[config.mk]
export PLATFORM = sky130hd
export DESIGN_NAME = usb_tx_encoder
export DESIGN_NICKNAME = d
export VERILOG_FILES = /design/src/rtl/usb_tx_encoder.sv
export SDC_FILE = /design/constraint.sdc
export NUM_CORES = 1
export LEC_CHECK = 0
export ABC_AREA = 1
export CAP_MARGIN = 20
export CORE_MARGIN = 5
export CORE_UTILIZATION = 49
export DETAILED_ROUTE_END_ITERATION = 6
export GPL_ROUTABILITY_DRIVEN = 0
export GPL_TIMING_DRIVEN = 0
export PLACE_DENSITY = 0.77
export SLEW_MARGIN = 20
export SYNTH_ARGS = -nofsm -noshare
export SYNTH_HDL_FRONTEND = slang
export SYNTH_SLANG_ARGS = --single-unit
[constraint.sdc]
create_clock -name clk -period 4.4 [get_ports clk]
set_clock_uncertainty 0.05 [all_clocks]
set_input_delay 0.88 -clock clk [delete_from_list [all_inputs] [get_ports clk]]
set_output_delay 0.88 -clock clk [all_outputs]
set_load 0.005 [all_outputs]
[src/rtl/usb_tx_encoder.sv]
// usb_tx_encoder
//   Serial USB transmit stage. Captures one 99-bit packet per handshake,
//   appends CRC5 (token) or CRC16 (data), bit-stuffs, NRZI-encodes and drives
//   the differential pair one bit per clock, finishing with SE0 SE0 J.
//
// Ports
//   clk           bit clock, one line bit per cycle
//   rst_b         asynchronous active-low reset
//   pkt_in        [98:91] SYNC, [90:83] PID, token [82:76] ADDR / [75:72] ENDP,
//                 data [82:19] payload
//   pkt_in_avail  packet valid, sampled only while idle
//   dp, dm        registered D+ / D- line levels
//   tx_en         registered, high from the first SYNC bit through the SE0 cycles
//   pkt_sent      registered one-cycle pulse on the closing J of the EOP
//   busy          high whenever the encoder is not idle
module usb_tx_encoder (
    input  logic        clk,
    input  logic        rst_b,
    input  logic [98:0] pkt_in,
    input  logic        pkt_in_avail,
    output logic        dp,
    output logic        dm,
    output logic        tx_en,
    output logic        pkt_sent,
    output logic        busy
);

    typedef enum logic [2:0] {
        IDLE,
        SYNC,
        PID,
        BODY,
        CRC,
        EOP_SE0_1,
        EOP_SE0_2,
        EOP_J
    } state_t;

    state_t      state, state_nxt;
    logic [6:0]  bit_cnt, bit_cnt_nxt;
    logic [2:0]  ones_cnt, ones_cnt_nxt;
    logic        lvl, lvl_nxt;
    logic        dp_nxt, dm_nxt, tx_en_nxt, pkt_sent_nxt;

    logic [98:0] pkt_q;
    logic [4:0]  crc5_q;
    logic [15:0] crc16_q;

    logic        capture;
    logic        drive_bit;
    logic        raw_bit;
    logic        crc_upd;
    logic        is_tok;
    logic        has_body;
    logic [6:0]  cur_len;
    state_t      nxt_field;

    function automatic logic [4:0] crc5_step(input logic [4:0] c, input logic b);
        logic fb;
        fb = c[4] ^ b;
        return {c[3:0], 1'b0} ^ (fb ? 5'h05 : 5'h00);
    endfunction

    function automatic logic [15:0] crc16_step(input logic [15:0] c, input logic b);
        logic fb;
        fb = c[15] ^ b;
        return {c[14:0], 1'b0} ^ (fb ? 16'h8005 : 16'h0000);
    endfunction

    // Raw bit idx of field f. Fields go out LSB-first, the CRC MSB-first and
    // inverted. Token body is ADDR then ENDP, which sit in descending order
    // in the packet word, hence the two-range mapping.
    function automatic logic field_bit(input state_t f, input logic [6:0] idx,
                                       input logic [98:0] p, input logic tok,
                                       input logic [4:0] c5, input logic [15:0] c16);
        logic [6:0] pos;
        logic       b;
        pos = 7'd0;
        case (f)
            SYNC:    pos = 7'd91 + idx;
            PID:     pos = 7'd83 + idx;
            BODY: begin
                if (tok)
                    pos = (idx < 7'd7) ? (7'd76 + idx) : (7'd65 + idx);
                else
                    pos = 7'd19 + idx;
            end
            default: pos = 7'd0;
        endcase
        if (f == CRC)
            b = tok ? ~c5[3'd4 - idx[2:0]] : ~c16[4'd15 - idx[3:0]];
        else
            b = p[pos];
        return b;
    endfunction

    assign is_tok   = (pkt_q[84:83] == 2'b01);
    assign has_body = pkt_q[83];          // PID[1:0] of 01 or 11
    assign busy     = (state != IDLE);

    always_comb begin
        cur_len   = 7'd8;
        nxt_field = IDLE;
        case (state)
            SYNC: begin
                cur_len   = 7'd8;
                nxt_field = PID;
            end
            PID: begin
                cur_len   = 7'd8;
                nxt_field = has_body ? BODY : EOP_SE0_1;
            end
            BODY: begin
                cur_len   = is_tok ? 7'd11 : 7'd64;
                nxt_field = CRC;
            end
            CRC: begin
                cur_len   = is_tok ? 7'd5 : 7'd16;
                nxt_field = EOP_SE0_1;
            end
            default: begin
                cur_len   = 7'd8;
                nxt_field = IDLE;
            end
        endcase
    end

    // The state names the field whose bit is on the wire this cycle; bit_cnt
    // counts the field bits already sent, so each edge emits the next bit.
    always_comb begin
        state_nxt    = state;
        bit_cnt_nxt  = bit_cnt;
        ones_cnt_nxt = ones_cnt;
        lvl_nxt      = lvl;
        capture      = 1'b0;
        drive_bit    = 1'b0;
        raw_bit      = 1'b0;
        crc_upd      = 1'b0;

        case (state)
            IDLE: begin
                if (pkt_in_avail) begin
                    // First SYNC bit comes straight from the input so it is on
                    // the line in the cycle right after capture.
                    capture     = 1'b1;
                    state_nxt   = SYNC;
                    drive_bit   = 1'b1;
                    raw_bit     = pkt_in[91];
                    bit_cnt_nxt = 7'd1;
                end
            end
            SYNC, PID, BODY, CRC: begin
                if (ones_cnt == 3'd6) begin
                    // Stuff bit: source stream stalls, counters hold.
                    drive_bit = 1'b1;
                    raw_bit   = 1'b0;
                end else if (bit_cnt != cur_len) begin
                    drive_bit   = 1'b1;
                    raw_bit     = field_bit(state, bit_cnt, pkt_q, is_tok, crc5_q, crc16_q);
                    bit_cnt_nxt = bit_cnt + 7'd1;
                    crc_upd     = (state == BODY);
                end else begin
                    state_nxt = nxt_field;
                    if (nxt_field == EOP_SE0_1) begin
                        bit_cnt_nxt  = 7'd0;
                        ones_cnt_nxt = 3'd0;
                    end else begin
                        drive_bit   = 1'b1;
                        raw_bit     = field_bit(nxt_field, 7'd0, pkt_q, is_tok, crc5_q, crc16_q);
                        bit_cnt_nxt = 7'd1;
                        crc_upd     = (nxt_field == BODY);
                    end
                end
            end
            EOP_SE0_1: state_nxt = EOP_SE0_2;
            EOP_SE0_2: begin
                state_nxt = EOP_J;
                lvl_nxt   = 1'b1;     // next packet's NRZI starts from J
            end
            EOP_J:     state_nxt = IDLE;
            default:   state_nxt = IDLE;
        endcase

        if (drive_bit) begin
            lvl_nxt      = raw_bit ? lvl : ~lvl;
            ones_cnt_nxt = raw_bit ? (ones_cnt + 3'd1) : 3'd0;
        end

        dp_nxt       = 1'b1;
        dm_nxt       = 1'b0;
        tx_en_nxt    = 1'b0;
        pkt_sent_nxt = 1'b0;
        case (state_nxt)
            SYNC, PID, BODY, CRC: begin
                dp_nxt    = lvl_nxt;
                dm_nxt    = ~lvl_nxt;
                tx_en_nxt = 1'b1;
            end
            EOP_SE0_1, EOP_SE0_2: begin
                dp_nxt    = 1'b0;
                dm_nxt    = 1'b0;
                tx_en_nxt = 1'b1;
            end
            EOP_J:   pkt_sent_nxt = 1'b1;
            default: pkt_sent_nxt = 1'b0;
        endcase
    end

    always_ff @(posedge clk or negedge rst_b) begin
        if (!rst_b) begin
            state    <= IDLE;
            bit_cnt  <= 7'd0;
            ones_cnt <= 3'd0;
            lvl      <= 1'b1;
            dp       <= 1'b1;
            dm       <= 1'b0;
            tx_en    <= 1'b0;
            pkt_sent <= 1'b0;
        end else begin
            state    <= state_nxt;
            bit_cnt  <= bit_cnt_nxt;
            ones_cnt <= ones_cnt_nxt;
            lvl      <= lvl_nxt;
            dp       <= dp_nxt;
            dm       <= dm_nxt;
            tx_en    <= tx_en_nxt;
            pkt_sent <= pkt_sent_nxt;
        end
    end

    // Packet shadow and CRC accumulators; always reinitialised on capture.
    always_ff @(posedge clk) begin
        if (capture) begin
            pkt_q   <= pkt_in;
            crc5_q  <= 5'h1F;
            crc16_q <= 16'hFFFF;
        end else if (crc_upd) begin
            crc5_q  <= crc5_step(crc5_q, raw_bit);
            crc16_q <= crc16_step(crc16_q, raw_bit);
        end
    end

endmodule

**Run 1: close-up of the layout**

Bar = 10 µm. Window x 51 to 76, y 26 to 51 µm. Cells in grey, sequential cells in the stronger grey; small squares are vias.
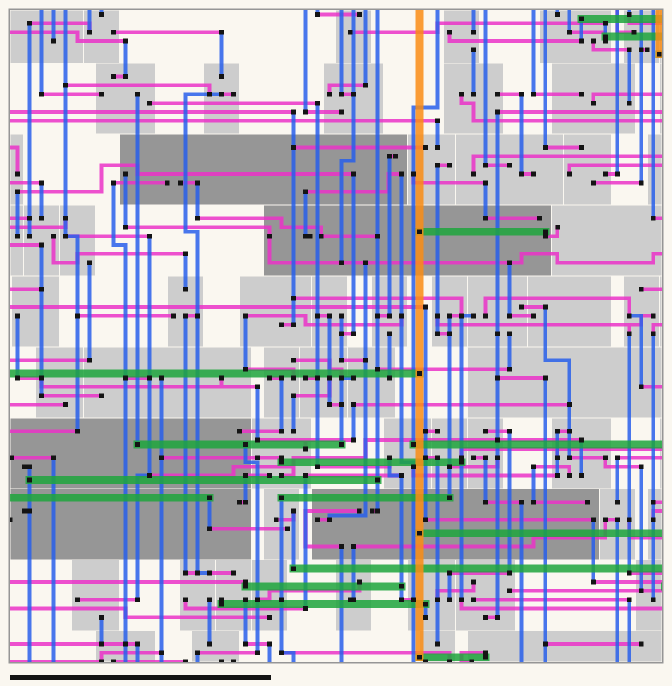
| layer | colour |
|---|---|
| metal 4 | orange |
| metal 2 | blue |
| metal 3 | green |
| metal 1 | magenta |
sequential cells in the window: 5
netlist names of flops here include: pkt_q (5)
cells with their middle in the window: 50
most frequent: nand2_1 (15), nand3_1 (5), edfxtp_1 (5)

**Run 1: gate families picked out**

Bar = 50 µm.
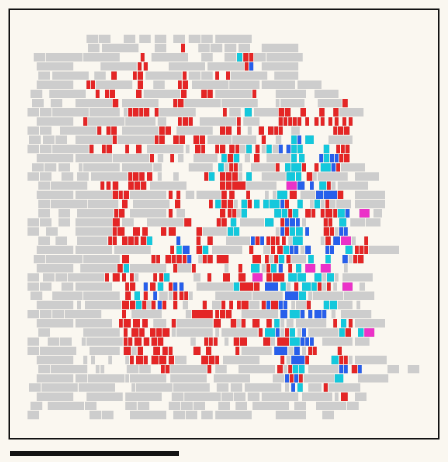
| family | colour | cells |
|---|---|---|
| nor cells | blue | 63 |
| aoi and oai cells | cyan | 84 |
| nand cells | red | 331 |
| xor and xnor cells | magenta | 8 |

==> impl_metrics.py, run 1 <==
# Synthesis and PnR figures
metrics = {
    "outcome": {
        "status": "finished, final reports clean",
    },
    "final_layout": {
        "drive_above_1_share_pct": 9.91,
        "diodes": 0,
        "comb_area_um2": 2450,
        "area_growth_pct": 28.7,
        "num-fill-cells": 1017,
        "nets": 954,
        "ff_latch_area_um2": 3850,
    },
    "worst_setup_path": {
        "reg2reg_from": "bit_cnt[0]",
        "critPathRequiredTime_ns": 4.66,
        "critPathLaunch": "bit_cnt[0]",
        "startpoint_type": "flop",
        "cp.arrival_ns": 4.00,
        "critPathKind": "flop to flop",
        "rr_worst_depth": 24,
    },
    "pwr": {
        "vdd_drop_max_v": 0.000397,
        "total_power_uw": 6740,
        "p_per_area_nw_per_um2": 783,
    },
    "yosys": {
        "syn_area_per_cell_um2": 9.31,
        "common_cells": "nand2_1 (182), nand3_1 (111), edfxtp_1 (99)",
        "ys_area_um2": 6690,
        "edf_count": 99,
        "yosysWarnings": 0,
        "async_reset_ff_share_pct": 13.0,
        "top_area_cell": "edfxtp_1",
        "top_cell": "nand2_1",
        "ys.flop_type": "edfxtp_1",
        "ys_seq_share_pct": 57.5,
        "top_area_share_pct": 44.4,
        "synthesis.nets": 828,
        "ys_cells": 719,
        "ys_types": 44,
        "ys_ff": 138,
        "syn_area_um2": 6690,
        "syn_inst": 719,
    },
    "place": {
        "io_buffers": 106,
        "dp_hpwl_um": 12500,
    },
    "drt": {
        "wl_per_cell_um": 16.8,
        "drc": 0,
        "wirelength_um": 17400,
        "vias_per_cell": 5.65,
        "first_pass_iters": 5,
        "drt_iter0_markers": 603,
        "num_vias": 5840,
    },
    "clocking": {
        "cts_buffers": 17,
        "cts_setup_buffers": 0,
        "cts_tree": "done",
        "clk_pin_slew_ns": 0.06,
        "clock-sinks": 138,
        "cts-root-buf": "clkbuf_16",
        "holdBufCountCts": 0,
        "cts_resized": 0,
        "htreeDepth": 4,
        "worst_skew_pair.late_latency_ns": 0.42,
        "cts.path.max_buffers": 2,
    },
    "run": {
        "drv_cap": 0,
        "tool_warnings": 29,
    },
    "floorplanning": {
        "fp_util_pct": 50.3,
        "core_area_um2": 13300,
        "die_w_um": 127,
        "dieArea_um2": 16100,
        "fp.dieH_um": 127,
    },
    "global_routing": {
        "grt_max_degree": 78,
        "gr-total-overflow": 0,
        "gr-usage-all-layers_pct": 22.1,
        "antenna_found_initial": 0,
        "grt_pass1_wl_um": 28700,
        "grt_pass1_vias": 5898,
    },
    "final_timing": {
        "setup_viol": 0,
        "setup_tns_ns": 0,
        "period_needed_ns": 3.74,
        "period_used_pct": 84.9,
        "max_freq_mhz": 268,
        "rsz0062_at_grt": "no",
        "drv_slew": 0,
        "tightest_slew_ns": 0.786,
        "slew_headroom_pct": 47.4,
    },
    "worst_hold_path": {
        "worstHoldPathCells": 2,
    },
}
**Run 1: cell placement**

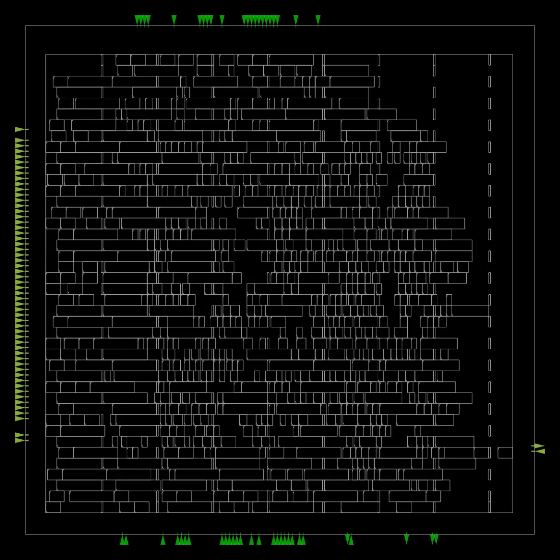
Flop Count: 138
row count: 42
final core occ: 64.8%

==> run 1: worst paths after layout <==
kind / slack (ns) / to
max: 0.66 / dm
min: 0.43 / crc16_q[5]
max reg2reg: 0.66 / dm
min reg2reg: 0.43 / crc16_q[5]
max in group asynchronous: 2.94 / bit_cnt[1]
min in group asynchronous: 0.87 / dm
==> run 1: kinds of logic after synthesis <==
group	share of synthesized area [%]
AND/OR/NAND/NOR	27.0
flip-flops	57.5
buffers and inverters	5.89
AND-OR/OR-AND	7.25
XOR/XNOR	1.05
adder cells (fa/ha/maj)	1.31
==> run 1: where the power goes <==
| group | switching (µW) | leakage [µW] | internal (µW) |
|---|---|---|---|
| clock | 526 | 0.000294 | 936 |
| combinational | 2190 | 0.00191 | 1140 |
| sequential | 184 | 0.00131 | 1770 |
==> run 1: per-stage QoR <==
step                setup slack [ns]  std cells  area, µm²
finish                         0.665       1034       8620
global route                   0.346       1034       8620
CTS                            0.751       1034       8620
global placement               0.361       1001       7980
detailed placement             0.766       1002       8010
floorplan                       1.45        719       6700
==> run 1: cell type report <==
cell class	count	share of cell area (%)
clock buffer	17	4.94
buffer	28	2.06
multi-input combinational	494	28.5
clock inverter	15	2.08
timing repair buffer	107	12.6
inverter	59	2.63
sequential	138	44.6
tap	176	2.56
==> run 1: registers in the layout (all words and copies together) (netlist names) <==
signal,cells
bit_cnt,7
crc16_q,16
crc5_q,5
dm,1
dp,1
lvl,1
ones_cnt,3
pkt_q,99
pkt_sent,1
state,3
tx_en,1
==> run 1: critical path: stages, from the launching register on <==
cell	delay, ns
dfrtp_1	0.38
buf_2	0.19
inv_2	0.11
clkbuf_1	0.33
ha_1	0.33
o21ai_0	0.20
or2_2	0.32
nand3_1	0.08
nand2_1	0.05
nor2_1	0.30
inv_1	0.13
nand2_1	0.09
nor2_1	0.04
nand2_1	0.06
nand3_1	0.08
nand3_1	0.12
nand3_1	0.08
nand2_1	0.08
nand2_2	0.06
nand2_4	0.09
nand2_4	0.10
inv_2	0.10
nand4_1	0.09
nand2_1	0.10
nor2_1	0.04
==> run 1: cells in the final DEF, fill, tap and decap left out, types with 17 or more instances in the layout <==
cell	count
nand3_1	111
clkbuf_16	17
inv_1	47
clkdlybuf4s50_1	106
edfxtp_1	99
a21oi_1	22
o21ai_0	28
nor2_1	48
nand2_1	182
dfxtp_1	21
nand4_1	26
==> run 1: routing by layer <==
metal	vias to the layer above	wire length, µm	GRT usage, %
li1	2751	-	-
met1	2768	6910	26.7
met2	264	8730	37.3
met3	57	1210	5.84
met4	0	529	9.84
met5	-	0	0
**Run 1: wiring heat map**

25 x 25 tiles, from black (low) to pale yellow (high), scaled to the fullest tile. Values are wire area over tile area, all layers added.
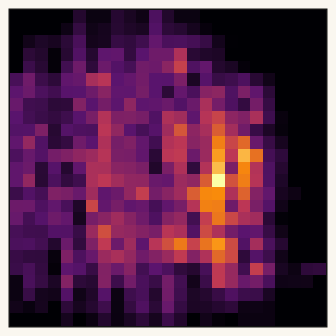

==> run 1 -> run 2 <==
- CORE_UTILIZATION: 49 -> 54
- PLACE_DENSITY: 0.77 -> 0.8
- clock period: 4.4 -> 3.6 ns (I/O delays scaled with it)
**Run 2: wiring heat map**

24 x 24 tiles, from black (low) to pale yellow (high), scaled to the fullest tile. Values are wire area over tile area, all layers added.
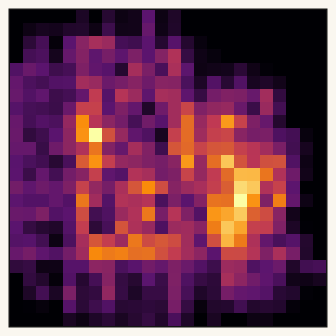
emptiest ninth of the die: north-east
densest ninth of the die: centre
tiles over half the peak: 15%
nearly empty tiles: 18%
fullest tile: 0.74
total wire length: 17300 µm
vias: 5892
Avg WL per Cell: 16.8 µm
Tot GR Track Use: 24.0%

==> run 2 against run 1 <==
Design area increased by 0.25%. Clock power increased by 18%. Combinational power increased by 26%. Critical path depth increased by 2. Fmax increased by 11%. Largest cell class unchanged. Largest power group unchanged.
==> impl_metrics.py, run 2 <==
# Synthesis and PnR figures
metrics = {
    "yosys": {
        "top_area_cell": "edfxtp_1",
        "simple_gate_share_pct": 27.0,
        "ys_sh_aoi_pct": 7.25,
        "topCombFamilyByArea": "simple AND/OR/NAND/NOR gates",
        "syn_inst": 719,
        "ys.flop_type": "edfxtp_1",
        "ys_area_um2": 6690,
        "ys_sh_mux_pct": 0,
        "syn_area_um2": 6690,
        "top_cell": "nand2_1",
        "synthesis.nets": 828,
        "async_reset_ff_share_pct": 13.0,
        "common_cells": "nand2_1 (182), nand3_1 (111), edfxtp_1 (99)",
        "yosysWarnings": 0,
        "ys_cells": 719,
        "yosys.area_share.xor_xnor_pct": 1.05,
    },
    "pwr": {
        "vdd_drop_max_v": 0.000494,
        "p_per_area_nw_per_um2": 965,
    },
    "drt": {
        "first_pass_iters": 5,
        "drt_iter0_markers": 666,
        "vias_per_cell": 5.74,
        "drc": 0,
    },
    "run": {
        "tool_warnings": 31,
        "drv_cap": 0,
    },
    "final_layout": {
        "nets": 955,
        "lay_top_cells": "nand2_1 (180), nand3_1 (111), clkdlybuf4s50_1 (106), edfxtp_1 (99), nor2_1 (46)",
        "comb_area_um2": 2500,
        "drive_above_1_share_pct": 11.6,
        "stdcell_area_um2": 8640,
        "ff_latch_area_um2": 3850,
        "largest-register": "pkt_q",
    },
    "worst_setup_path": {
        "critPathRequiredTime_ns": 3.87,
        "slowest_stage": "dfrtp_2",
        "critPathKind": "flop to flop",
        "critical-path-max-stage-delay_ns": 0.45,
    },
    "clocking": {
        "cts_buffers": 17,
        "htreeDepth": 4,
        "clk_pin_slew_ns": 0.06,
        "cts_tree": "done",
        "holdBufCountCts": 0,
        "clock-sinks": 138,
        "cts-root-buf": "clkbuf_16",
    },
    "floorplanning": {
        "placementRows": 40,
        "die_w_um": 121,
        "fp_util_pct": 55.5,
    },
    "place": {
        "placed_cell_area_um2": 7980,
        "dp_hpwl_um": 12100,
    },
    "final_timing": {
        "period_needed_ns": 3.36,
        "slew_headroom_pct": 45.7,
        "max_freq_mhz": 298,
        "tightest_slew_ns": 0.814,
        "period_used_pct": 93.3,
    },
    "outcome": {
        "status": "finished, final reports clean",
    },
    "global_routing": {
        "grt_pass1_vias": 5876,
        "grt_max_degree": 109,
    },
}
==> run 2: cell counts after synthesis <==
Identical to the previous run, type by type.
==> run 2: worst max-delay path, delay by kind of cell (launching register included) <==
kind / cells / cell delay (ns)
buffers and inverters: 3 / 0.27
DFF: 1 / 0.45
AOI/OAI and AO/OA: 1 / 0.14
adders and majority gates: 1 / 0.31
and+or+nand+nor: 21 / 2.05
==> run 2: final timing paths <==
check / depth (start not counted) / to / start / slack [ns]
worst max-delay path: 26 / crc16_q[2] / state[0] / 0.24
worst min-delay path: 2 / crc16_q[8] / crc16_q[8] / 0.44
worst min register to register: 2 / crc16_q[8] / crc16_q[8] / 0.44
worst max register to register: 26 / crc16_q[2] / state[0] / 0.24
max in group asynchronous: 1 / state[0] / rst_b / 2.31
min in group asynchronous: 1 / bit_cnt[2] / rst_b / 0.68
==> run 2: cells by family (layout without fill, tap and decap cells) <==
group           Yosys count  after routing
simple gates            395            395
flops                   138            138
buf+inv                  87            227
compound gates           84             84
xor+xnor                  8              8
fa+ha+maj                 7              7
==> run 2: area by class of cell <==
| type | count | share of cell area (%) |
|---|---|---|
| Sequential cell | 138 | 44.5 |
| Multi-Input combinational cell | 494 | 29.0 |
| Timing Repair Buffer | 108 | 12.5 |
| Clock buffer | 17 | 4.92 |
| Inverter | 59 | 2.65 |
| Tap cell | 168 | 2.43 |
| Buffer | 28 | 2.13 |
| Clock inverter | 15 | 1.90 |
==> run 2: stage by stage <==
stage | instances | setup WS [ns] | power, µW | setup TNS [ns] | utilization, %
3_5_place_dp | 993 | 0.0154 | 6360 | 0 | 66.1
4_1_cts | 1025 | 0.0398 | 8120 | 0 | 71.0
3_3_place_gp | 993 | -0.268 | 6230 | -26.76 | 66.0
2_1_floorplan | 719 | 0.692 | 5260 | 0 | -
5_1_grt | 1027 | -0.0596 | 8910 | -0.245 | 71.6
6_report | 1027 | 0.242 | 8340 | 0 | 71.6
==> run 2: power breakdown <==
part | switching (µW) | leakage (µW) | internal, µW
clock | 695 | 0.000281 | 1030
combinational | 2760 | 0.00192 | 1450
sequential | 230 | 0.00131 | 2170
total | 3680 | 0.00351 | 4650
==> run 2: metal layers <==
layer,GRT usage (%),up-vias,routed length (µm)
li1,-,2747,-
met1,29.5,2767,6830
met2,40.3,340,8730
met3,6.15,38,1400
met4,9.66,0,311
met5,0,-,0
==> run 2: what timing repair did <==
action                     in CTS  in global routing
resized                         1                 21
setup endpoints to repair       4                 11
pin swaps                       0                  3
setup buffers                   0                  2
**Run 2: gate families picked out**

Bar = 20 µm.
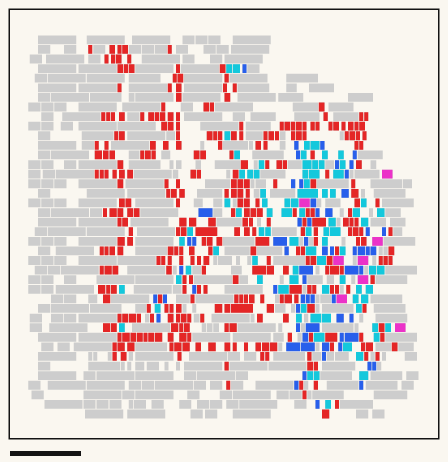

==> run 2 -> run 3 <==
- CELL_PAD_IN_SITES_DETAIL_PLACEMENT: not set -> 1
- CELL_PAD_IN_SITES_GLOBAL_PLACEMENT: not set -> 1
- CORE_UTILIZATION: 54 -> 41
- PLACE_DENSITY: 0.8 -> not set
- PLACE_DENSITY_LB_ADDON: not set -> 0.1
- clock period: 3.6 -> 3.3 ns (I/O delays scaled with it)
**Run 3: gate families picked out**

Bar = 50 µm.
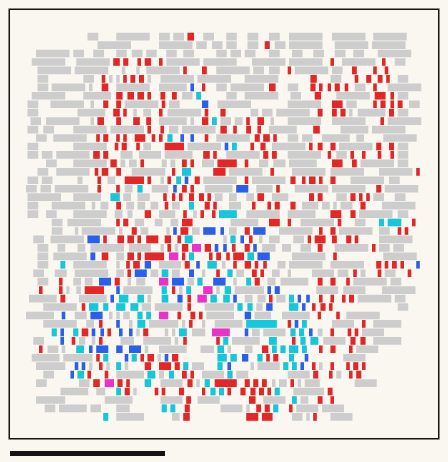
| family | colour | cells |
|---|---|---|
| nand cells | red | 332 |
| aoi and oai cells | cyan | 84 |
| nor cells | blue | 63 |
| xor and xnor cells | magenta | 8 |
most used logic cell in the final layout: nand2_1
Layout Cells excl Fill: 1120
logic share of the area: 28.9%

==> run 3 against run 2 <==
Combinational power increased by 44%. Design area increased by 9.2%. Sequential share of layout area shrank 3.7 points. Flip-flop count unchanged. Critical endpoint is now dm. Highest routed layer unchanged.
==> impl_metrics.py, run 3 <==
# Synthesis and PnR figures
metrics = {
    "final_timing": {
        "setup_viol": 0,
        "drv_slew": 0,
        "tightest_slew_ns": 0.887,
        "setup_tns_ns": 0,
        "post-route-worst-setup-slack_ns": 0.107,
    },
    "global_routing": {
        "gr-usage-all-layers_pct": 22.8,
        "grt_max_degree": 100,
        "grt_pass1_vias": 6294,
        "antenna_found_initial": 0,
    },
    "yosys": {
        "yosys.area_share.xor_xnor_pct": 1.05,
        "top_cell": "nand2_1",
        "ys_ff": 138,
        "top_area_share_pct": 44.4,
        "syn_area_per_cell_um2": 9.31,
        "ys_cells": 719,
        "top_area_cell": "edfxtp_1",
        "edf_count": 99,
        "common_cells": "nand2_1 (182), nand3_1 (111), edfxtp_1 (99)",
        "ys_sh_mux_pct": 0,
        "ys_sh_aoi_pct": 7.25,
        "ys_seq_share_pct": 57.5,
    },
    "place": {
        "io_buffers": 106,
        "place_ws_ns": -0.487,
        "dp_hpwl_um": 15100,
    },
    "drt": {
        "num_vias": 6170,
        "vias_per_cell": 5.51,
        "wirelength_um": 23200,
    },
    "final_layout": {
        "drive_above_1_share_pct": 20.9,
        "reg_top3": "pkt_q: 99 flops, crc16_q: 16 flops, bit_cnt: 7 flops",
        "ff_latch_area_um2": 3850,
        "comb_area_um2": 2730,
        "largest-register": "pkt_q",
    },
    "clocking": {
        "worst_skew_pair.late_latency_ns": 0.43,
        "clock-sinks": 138,
        "cts-root-buf": "clkbuf_16",
        "cts.path.max_buffers": 2,
    },
    "outcome": {
        "status": "finished, final reports clean",
    },
    "worst_setup_path": {
        "critPathRequiredTime_ns": 3.57,
        "startpoint_type": "flop",
        "cp.arrival_ns": 3.46,
    },
    "floorplanning": {
        "fp.dieH_um": 138,
        "core_area_um2": 15900,
        "die_w_um": 138,
        "placementRows": 46,
    },
    "pwr": {
        "p_per_area_nw_per_um2": 1110,
        "vdd_drop_max_v": 0.000497,
        "total_power_uw": 10500,
    },
}
-- run 3: cell counts after synthesis --
Identical to the previous run, type by type.
-- run 3: cells by family after synthesis --
family,after synthesis
AOI/OAI and AO/OA,84
xor gates and xnor gates,8
adders and majority gates,7
buffers and inverters,87
DFF,138
and+or+nand+nor,395
-- run 3: metal layers --
| metal | GRT usage, % | vias to the layer above | routed length, µm |
|---|---|---|---|
| met4 | 6.64 | 0 | 443 |
| met5 | 0 | - | 0 |
| met2 | 38.8 | 219 | 11800 |
| met3 | 5.41 | 32 | 1420 |
| li1 | - | 2858 | - |
| met1 | 29.1 | 3061 | 9480 |
-- run 3: what timing repair did --
action	CTS	global route
hold buffers	0	0
buffers inserted	7	34
endpoints found under the setup margin	26	28
gates cloned	0	5
pin swaps	3	22
resized	35	80
-- run 3: power by group --
group	leakage [µW]	internal (µW)	switching (µW)
logic	0.00225	2320	3740
clock network	0.000261	1040	785
registers	0.00130	2370	262
total	0.00381	5730	4790
-- run 3: per-stage QoR --
step	util (%)	instances	area, µm²
floorplan	-	719	6700
global placement	50.3	1041	8030
detailed placement	50.6	1042	8060
CTS	55.1	1081	8790
global route	59.2	1120	9440
finish	59.2	1120	9440
-- run 3: worst max-delay path, cell delays in order (launching register included) --
cell	delay, ns
dfrtp_2	0.46
buf_4	0.16
nand3_4	0.12
nor2_4	0.18
nand2_2	0.09
nand2_4	0.13
nand3_4	0.24
clkbuf_16	0.25
nand2_1	0.07
nand3_1	0.08
nand3_1	0.13
nand3_1	0.11
nand2_1	0.09
nand3_1	0.07
nand3_1	0.10
nand3_2	0.10
nand2_2	0.08
nand2_2	0.06
nand2_4	0.11
nand2_8	0.10
inv_6	0.08
nand4_1	0.07
nand2_1	0.10
nor2_1	0.05
-- run 3: layout make-up --
cell class / instances / share of cell area (%)
Inverter: 59 / 2.63
Tap cell: 216 / 2.86
Buffer: 28 / 2.88
Clock buffer: 18 / 4.55
Multi-Input combinational cell: 495 / 28.9
Sequential cell: 138 / 40.8
Clock inverter: 14 / 1.30
Timing Repair Buffer: 152 / 16.0
-- run 3: path summary, 6_finish.rpt --
path | endpoint | depth (start not counted) | start | slack (ns)
max in group asynchronous | bit_cnt[3] | 1 | rst_b | 1.91
min reg2reg | crc16_q[7] | 2 | crc16_q[7] | 0.45
max | dm | 23 | state[1] | 0.11
max reg2reg | dm | 23 | state[1] | 0.11
min | crc16_q[7] | 2 | crc16_q[7] | 0.45
min in group asynchronous | dm | 1 | rst_b | 0.69

==> layout pictures side by side <==
Clock distribution.
image #1
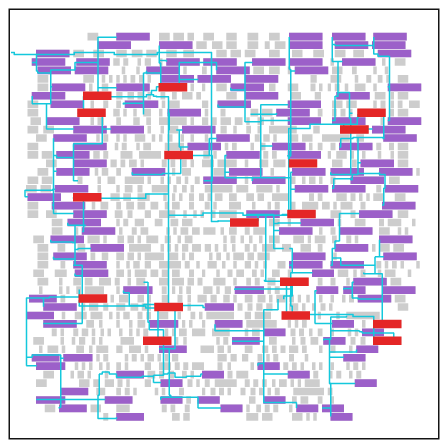
image #2
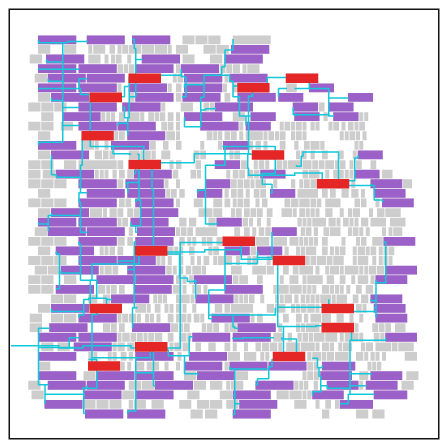
Image #1 is run 3.
Image #2 is run 2.

Key to image #2:
[clock drivers] red | count: 17
[clock wires] cyan | length: 1550 µm
[flip-flops] purple | count: 138
routed clock nets: 18
flops lie: spread over the die

Power figures rest on the tool's default switching activity, not on a simulated workload.
